$ cat config.mk
export PLATFORM = sky130hd
export DESIGN_NAME = param_irr_flat
export DESIGN_NICKNAME = d
export VERILOG_FILES = /design/src/rtl/param_irr_if.sv /design/src/rtl/param_irr.sv /design/src/flat_wrapper.sv
export SDC_FILE = /design/constraint.sdc
export NUM_CORES = 1
export LEC_CHECK = 0
export ABC_CLOCK_PERIOD_IN_PS = 4470
export CORE_MARGIN = 2
export CORE_UTILIZATION = 50
export CTS_BUF_LIST = sky130_fd_sc_hd__clkbuf_8
export DETAILED_ROUTE_END_ITERATION = 10
export PLACE_DENSITY = 0.88
export SKIP_CTS_REPAIR_TIMING = 1
export SYNTH_ARGS = -nofsm -noshare
export SYNTH_HDL_FRONTEND = slang
export SYNTH_SLANG_ARGS = --single-unit
$ cat constraint.sdc
create_clock -name clk -period 4.47 [get_ports clk]
set_clock_uncertainty 0.2 [all_clocks]
set_input_delay 1.341 -clock clk [delete_from_list [all_inputs] [get_ports clk]]
set_output_delay 1.341 -clock clk [all_outputs]
set_load 0.1 [all_outputs]
$ cat src/rtl/param_irr_if.sv
// Interrupt request register bus: raw request lines, per-channel mode and
// mask, acknowledge strobe, and the latched/prioritised request outputs.
interface param_irr_if #(
  parameter int NUM_CHANNELS = 8
);
  localparam int IDX_W = $clog2(NUM_CHANNELS);

  logic [NUM_CHANNELS-1:0] peripheralInterrupts;
  logic [NUM_CHANNELS-1:0] levelMode;
  logic [NUM_CHANNELS-1:0] interruptMask;
  logic                    ackValid;
  logic [IDX_W-1:0]        ackChannel;
  logic [NUM_CHANNELS-1:0] interruptRequest;
  logic                    pendingAny;
  logic [IDX_W-1:0]        highestPending;

  // The side that raises requests, configures channels and acknowledges
  modport master (
    output peripheralInterrupts,
    output levelMode,
    output interruptMask,
    output ackValid,
    output ackChannel,
    input  interruptRequest,
    input  pendingAny,
    input  highestPending
  );

  // The interrupt request register itself
  modport slave (
    input  peripheralInterrupts,
    input  levelMode,
    input  interruptMask,
    input  ackValid,
    input  ackChannel,
    output interruptRequest,
    output pendingAny,
    output highestPending
  );
endinterface

$ cat src/rtl/param_irr.sv
// Parameterised interrupt request register. Each raw request line is
// synchronised, then latched either as a sticky edge request (cleared by an
// acknowledge) or as a transparent level request. Masking only hides a
// channel from the pending/priority outputs; it never stops latching.
// Priority is fixed with the lowest channel index winning.
module param_irr #(
  parameter int NUM_CHANNELS = 8,
  parameter int SYNC_STAGES  = 2
) (
  input  logic       clk,
  input  logic       reset,
  param_irr_if.slave bus
);
  localparam int IDX_W = $clog2(NUM_CHANNELS);

  logic [NUM_CHANNELS-1:0] syncChain [SYNC_STAGES];
  logic [NUM_CHANNELS-1:0] syncOut;
  logic [NUM_CHANNELS-1:0] prevSync;
  logic [NUM_CHANNELS-1:0] modeReg;
  logic [NUM_CHANNELS-1:0] irrReg;
  logic [NUM_CHANNELS-1:0] irrNext;
  logic [NUM_CHANNELS-1:0] risingEdge;
  logic [NUM_CHANNELS-1:0] modeChange;
  logic [NUM_CHANNELS-1:0] ackHit;
  logic [NUM_CHANNELS-1:0] visible;
  logic [IDX_W-1:0]        highestIdx;

  assign syncOut    = syncChain[SYNC_STAGES-1];
  assign risingEdge = syncOut & ~prevSync;
  assign modeChange = bus.levelMode ^ modeReg;
  assign visible    = irrReg & ~bus.interruptMask;

  // One-hot decode of the acknowledge; indices beyond the last channel match nothing
  always_comb begin
    ackHit = '0;
    for (int i = 0; i < NUM_CHANNELS; i++) begin
      if (bus.ackValid && (int'(bus.ackChannel) == i)) begin
        ackHit[i] = 1'b1;
      end
    end
  end

  // Per-channel next request state: a mode switch wipes the bit and swallows any
  // edge seen in that cycle, level channels follow the line, edge channels are
  // sticky with a new edge beating a simultaneous acknowledge
  always_comb begin
    irrNext = irrReg;
    for (int i = 0; i < NUM_CHANNELS; i++) begin
      if (modeChange[i]) begin
        irrNext[i] = 1'b0;
      end else if (bus.levelMode[i]) begin
        irrNext[i] = syncOut[i];
      end else if (risingEdge[i]) begin
        irrNext[i] = 1'b1;
      end else if (ackHit[i]) begin
        irrNext[i] = 1'b0;
      end
    end
  end

  // Synchroniser chain, edge-detect history, registered mode and the request register
  always_ff @(posedge clk or posedge reset) begin
    if (reset) begin
      for (int s = 0; s < SYNC_STAGES; s++) begin
        syncChain[s] <= '0;
      end
      prevSync <= '0;
      modeReg  <= '0;
      irrReg   <= '0;
    end else begin
      syncChain[0] <= bus.peripheralInterrupts;
      for (int s = 1; s < SYNC_STAGES; s++) begin
        syncChain[s] <= syncChain[s-1];
      end
      prevSync <= syncOut;
      modeReg  <= bus.levelMode;
      irrReg   <= irrNext;
    end
  end

  // Fixed priority pick: scanning downward leaves the lowest visible index
  always_comb begin
    highestIdx = '0;
    for (int i = NUM_CHANNELS - 1; i >= 0; i--) begin
      if (visible[i]) begin
        highestIdx = IDX_W'(i);
      end
    end
  end

  assign bus.interruptRequest = irrReg;
  assign bus.pendingAny       = |visible;
  assign bus.highestPending   = highestIdx;
endmodule

$ cat src/flat_wrapper.sv
// flat-port wrapper written by rule: the top's interface ports become plain ports
module param_irr_flat 
#(
  parameter int NUM_CHANNELS = 8,
  parameter int SYNC_STAGES  = 2
)
  (clk, reset, bus_peripheralInterrupts, bus_levelMode, bus_interruptMask, bus_ackValid, bus_ackChannel, bus_interruptRequest, bus_pendingAny, bus_highestPending);
  param_irr_if #(.NUM_CHANNELS(NUM_CHANNELS)) bus_i ();
  input  logic clk;
  input  logic reset;
  input wire logic [$bits(bus_i.peripheralInterrupts)-1:0] bus_peripheralInterrupts;
  input wire logic [$bits(bus_i.levelMode)-1:0] bus_levelMode;
  input wire logic [$bits(bus_i.interruptMask)-1:0] bus_interruptMask;
  input wire logic [$bits(bus_i.ackValid)-1:0] bus_ackValid;
  input wire logic [$bits(bus_i.ackChannel)-1:0] bus_ackChannel;
  output wire logic [$bits(bus_i.interruptRequest)-1:0] bus_interruptRequest;
  output wire logic [$bits(bus_i.pendingAny)-1:0] bus_pendingAny;
  output wire logic [$bits(bus_i.highestPending)-1:0] bus_highestPending;
  assign bus_i.peripheralInterrupts = bus_peripheralInterrupts;
  assign bus_i.levelMode = bus_levelMode;
  assign bus_i.interruptMask = bus_interruptMask;
  assign bus_i.ackValid = bus_ackValid;
  assign bus_i.ackChannel = bus_ackChannel;
  assign bus_interruptRequest = bus_i.interruptRequest;
  assign bus_pendingAny = bus_i.pendingAny;
  assign bus_highestPending = bus_i.highestPending;
  param_irr #(.NUM_CHANNELS(NUM_CHANNELS), .SYNC_STAGES(SYNC_STAGES)) u_core (.clk(clk), .reset(reset), .bus(bus_i));
endmodule
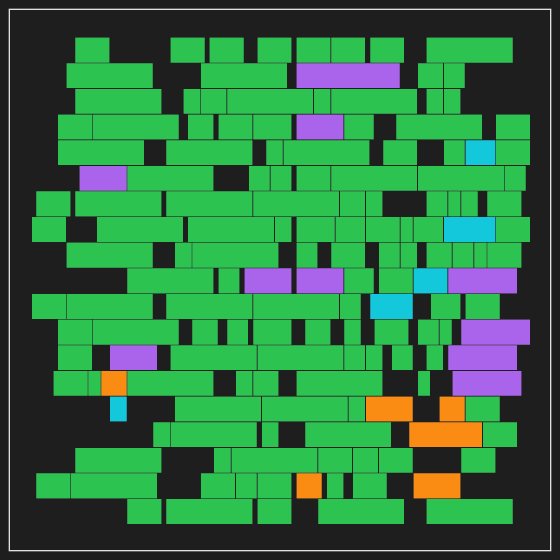
(sizing map)
[green] _0 and _1 cells | cells: 136
[cyan] _2 cells | cells: 5
[purple] _6 and larger | cells: 10
[orange] _3 and _4 cells | cells: 6
final worst slack: 174 ps
number of signal-net buffers in the layout: 43
area growth from synthesis to final layout: 46.8%
Finished Cell Area: 2080 µm²

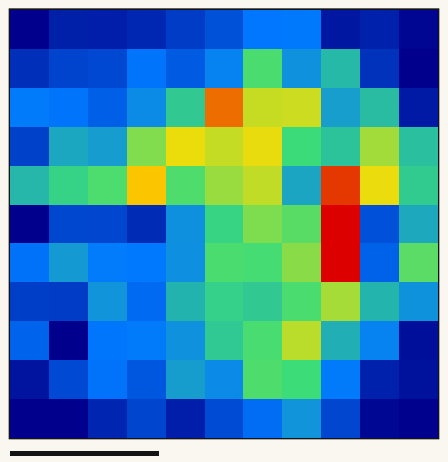
(wiring heat map)
The bar under the picture is 20 µm long. The die is cut into 11 by 11 equal tiles; dark blue is low, red is high, scaled to the fullest tile. Values are wire area over tile area, all layers added.
emptiest ninth of the die: lower left
tiles over half the peak: 24%
nearly empty tiles: 7.4%
fullest tile: 0.43

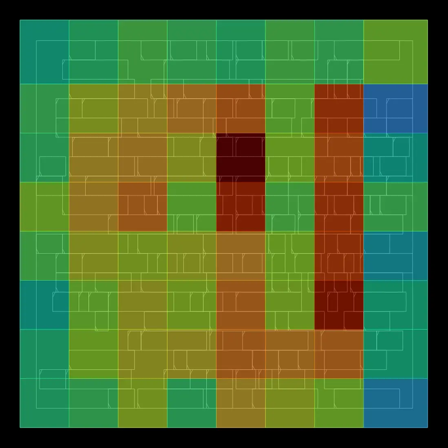
(congestion heat map)
Final Util: 0.762
met1 routing resource usage after global routing: 0.246
Total Routing Usage GR: 0.206
met3 GRT Util: 0.0454
busiest layer in global routing: met2

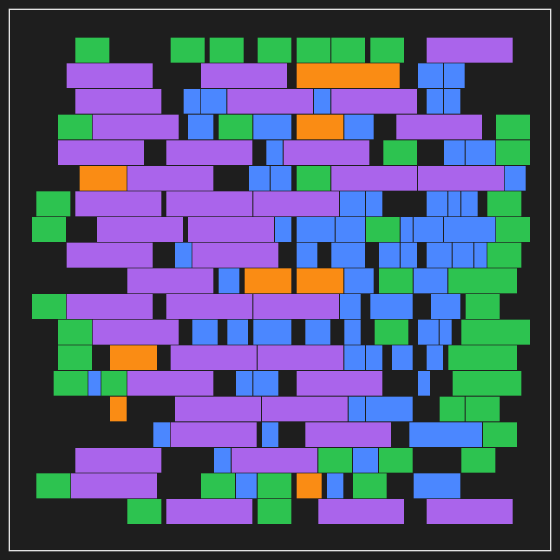
(cells colored by class)
[purple] flops | cells: 40 | share of their area: 49%
[orange] clock drivers and dummy loads | cells: 8 | share of their area: 5.4%
[green] other buffers and delay cells | cells: 43 | share of their area: 23%
[blue] combinational and other logic | cells: 66 | share of their area: 23%
sequential share of cell area: 0.480
placeable core region: 2730 µm²
Core Rows: 19

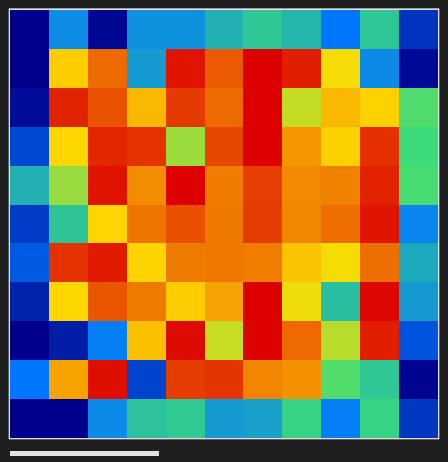
(local utilization)
The bar under the picture is 20 µm long. The die is cut into 11 by 11 equal tiles; dark blue is low, red is high, 0 to 100% covered.
densest ninth of the die: center
nearly empty tiles: 6.6%
tiles over 75% full: 53%
emptiest ninth of the die: lower left

==> notes.md <==
Notes from the flow run.

Synthesis:
- The run gives the largest combinational cell category by area as simple AND/OR/NAND/NOR gates.
- Of the total synthesized cell area, the portion taken by AND, OR, NAND and NOR gates is 0.184.
- The run gives the synthesized net count as 136.
- The run gives the average cell area after synthesis as 13.4 µm².
- The run gives the area fraction in full adders, half adders and majority gates as 0.
- The synthesis report gives the async set-or-reset register share as 1.00.
- The run gives the aoi/oai-family share of the synthesized area as 0.100.
- Yosys mapped a number of flops with a built-in enable equal to 0.
- The run gives the most common cell in the netlist as sky130_fd_sc_hd__dfrtp_1.
- The run puts the area of the mapped netlist at around 1400 µm².
- The run gives the share of the synthesized area in the top cell type as 0.705.
- The run gives the count of yosys warnings during synthesis as 0.
- The run gives the mux cell area share after synthesis as 0.
- The run puts the fraction of the yosys area taken by sequential cells at 0.705.
- The synthesized design spends more area on one cell type than any other, namely sky130_fd_sc_hd__dfrtp_1.
- The run puts the area reported by Yosys stat at between 1000 and 1500 µm².
- The synthesis stat section lists a flop and latch total of about 40.
- The synth_stat.txt file lists the number of cells as between 100 and 150.
- Yosys mapped the design onto 18 distinct sky130hd cell types.
- The run puts the XOR/XNOR share of the synthesized area at 0.
- Among all flip-flop cells after synthesis, the most frequent one is sky130_fd_sc_hd__dfrtp_1.
- The run puts the synthesized instance count at between 100 and 150.
- Counting instances in the post-synthesis netlist gives the leading cell types as 40 x sky130_fd_sc_hd__dfrtp_1, 13 x sky130_fd_sc_hd__nor2b_1, 10 x sky130_fd_sc_hd__nand3_1, 9 x sky130_fd_sc_hd__a21oi_1, 8 x sky130_fd_sc_hd__o31ai_1.
- After synthesis, the cell types taking the most area are sky130_fd_sc_hd__dfrtp_1 70%, sky130_fd_sc_hd__nor2b_1 5.7%, sky130_fd_sc_hd__o31ai_1 4.2%, sky130_fd_sc_hd__nand3_1 3.5%, sky130_fd_sc_hd__a21oi_1 3.2%.

Timing:
- The run puts the count of final hold-check violations at 0.
- The run puts the share of the clock period used by the worst path at 0.961.
- In the final report, the number of pins over their slew limit comes to 0.
- Setup repair after global routing left no endpoint under its margin.
- The run gives the remaining max-slew budget at the tightest pin as 0.344.
- Looking at the max-slew report, the worst-margin pin has a slew of around 980 ps.
- The run puts the summed negative setup slack over all endpoints at 0 ps.
- The run puts the final tally of setup violations at 0.
- The run puts the maximum achievable frequency at about 230 MHz.
- The run gives the clock period minus worst slack as between 4000 and 5000 ps.
- The run gives the worst hold slack after final layout as roughly 150 ps.

Power:
- The run puts the power consumed by sequential cells at between 0.3 and 0.4 mW.
- The worst-case IR drop observed on VDD is between 0.3 and 0.4 mV.
- The run puts the final total power at 0.868 mW.
- The run gives the static power due to leakage as between 0.8 and 0.9 nW.
- The switching portion of total power comes to 0.288.
- The run puts the areal power density over the cells at between 400 and 500 nW/µm².
- Of the total power, combinational logic draws 0.221.
- Of the total power, the clock network draws 0.324.
- The run puts the net switching power figure at 0.250 mW.
- The run gives the clock group total power as 0.281 mW.
- In the power breakdown, the internal column shows 0.619 mW.
- The run gives the fraction of power consumed by sequential logic as 0.455.
- The run gives the leading power group as registers.
- The run gives the power attributed to combinational cells as about 0.19 mW.

Routing:
- The run puts the total routed wire length on the met1 layer at 1150 µm.
- The run gives the routed via count divided by cell count as ~5.6.
- Once detail routing completed, the nets flagged for antenna violations numbered 0.
- The run gives the detailed-route via count as 1048.
- The first detailed-routing pass ran for 4 iterations.
- The run gives the number of violations reported at the end of detailed-routing iteration 0 as 43.
- The run puts the detail-routed net length per standard cell at roughly 16 µm.
- The run puts the remaining design rule violation count at 0.
- The run gives the sum of met2 wire segment lengths after detailed routing as 1530 µm.
- The highest metal layer carrying signal wires in the routed design is met4.
- The run gives the amount of wire on met3 after detailed routing as ~160 µm.
- The run gives the wire length after detailed routing as 2920 µm.

CTS:
- The run gives the worst-skew pair later-pin latency as around 280 ps.
- TritonCTS built the clock tree.
- The run puts the total number of H-tree levels at 2.
- The run gives the maximum buffer depth of the clock tree as 2.
- The run gives the register clock-pin slew on the reported worst setup and hold paths as about 70 ps.
- According to the CTS report, the clock sink count is about 40.
- Looking at the clock tree report, the root buffer type is sky130_fd_sc_hd__clkbuf_8.
- The run gives the number of buffers inserted during clock tree synthesis as 5.

Floorplanning:
- The run gives the number of top-level design ports as approximately 42.
- The floorplan step defined a die boundary enclosing approximately 3300 µm².
- The run gives the die extent in x as roughly 57 µm.
- The run gives the tap cell count as 31.
- The run puts the vertical die dimension at 57.3 µm.

Cells and area:
- The run gives the logic area as roughly 450 µm².
- The run gives the number of ordinary inverters in the final layout as 4.
- The run puts the count of non-filler cells in the finished layout at 188.
- In the layout the commonest cells are 40 x sky130_fd_sc_hd__dfrtp_1, 37 x sky130_fd_sc_hd__clkdlybuf4s50_1, 12 x sky130_fd_sc_hd__nor2b_1.
- Of the total standard cell area in the layout, the multi-input combinational portion is 0.217.
- The run gives the sequential cell area as 1000 µm².
- The run puts the layout net count at between 150 and 200.
- Among all cell classes, the greatest summed area belongs to registers.
- The run gives the number of filler instances in the final layout as around 170.
- The run puts the fraction of final layout cells sized beyond drive strength 1 at 0.134.
- The run gives the total inserted antenna cells as 0.
- The run puts the number of logic gates at slightly above 60.
- The run puts the non-clock buffering overhead in the final layout at 0.223.
- The run gives the flop count as 40.
- The run puts the portion of the layout cell area used by clock cells at 0.0534.
- The library cell used most frequently in the layout, excluding fill and tap cells, is sky130_fd_sc_hd__dfrtp_1.
- The clock buffers instantiated in the layout total 5.

Flow run:
- The run puts the total tool warning count at 27.
- The run puts the reported max-cap violation count at 0.

Critical path:
- The run gives the end of the critical path as bus_pendingAny.
- The run gives the worst reg-to-reg setup slack as between 3000 and 4000 ps.
- Looking at the reg2reg group, the worst path ends at u_core.bus.interruptRequest[4].
- The run gives the data required time at the worst endpoint as around 2900 ps.
- Looking at the critical path, the highest net fanout was 2.
- The run gives the critical path data arrival time as ~2800 ps.
- The run gives the sort of element at the end of the critical path as an output port.
- OpenSTA lists the critical path startpoint as bus_interruptMask[6].
- The run gives the classification of the worst setup path as in2out.
- In this run the critical register-to-register path is launched from u_core.syncOut[4].
- The worst setup path is launched from a primary input.
- The run gives the worst reg-to-reg path cell count as 3.

GRT:
- The run puts the wire length of the first global-routing pass at 5020 µm.
- The run puts the number of antenna violations at the first check in global routing at 0.
- The run gives the via count of the first global-routing pass as about 1100.
- Routing resource usage on met2 recorded by global route was 0.353.
- The run gives the aggregate global routing overflow as 0.
- The run puts the maximum number of pins on one net before global-route repair at about 41.

Placed design:
- In this run the tool buffered the top-level ports with around 41 buffer cells.
- Once placement completed, the tool counted placed cells totaling around 180.
- The run gives the final RePlAce weighted congestion as 0.820.
- The run puts the detailed-placement wirelength estimate at 2190 µm.
- STA on the placed design reports a worst setup slack of around 54 ps.
- The run gives the post-detailed-placement cell area as ~2000 µm².

Outcome:
- The run finished with clean final reports.

Hold path:
- In this run the worst hold path is classified as reg2reg.
- The run puts the cell depth of the worst hold path at 0.
- STA lists the startpoint of the worst hold path as u_core.syncChain[9].
- The run gives the worst hold path endpoint as u_core.syncOut[1].
-- critical path, stage by stage --
cell,delay [ps]
sky130_fd_sc_hd__clkdlybuf4s50_1,490
sky130_fd_sc_hd__nor2b_1,70
sky130_fd_sc_hd__a2111oi_2,430
sky130_fd_sc_hd__nand4b_1,210
sky130_fd_sc_hd__buf_12,210
-- sequential cells by signal, summed over array words and instances (netlist names) --
| name | cells |
|---|---|
| u_core.bus.interruptRequest | 8 |
| u_core.syncOut | 8 |
| u_core.modeReg | 8 |
| u_core.prevSync | 8 |
| u_core.syncChain | 8 |
-- logic make-up (layout without fill, tap and decap cells) --
logic type | Yosys count | count (layout)
AND-OR/OR-AND | 22 | 22
flip-flops | 40 | 40
buffers and inverters | 4 | 55
AND/OR/NAND/NOR | 40 | 40
Power is estimated from default activity; no workload was simulated.
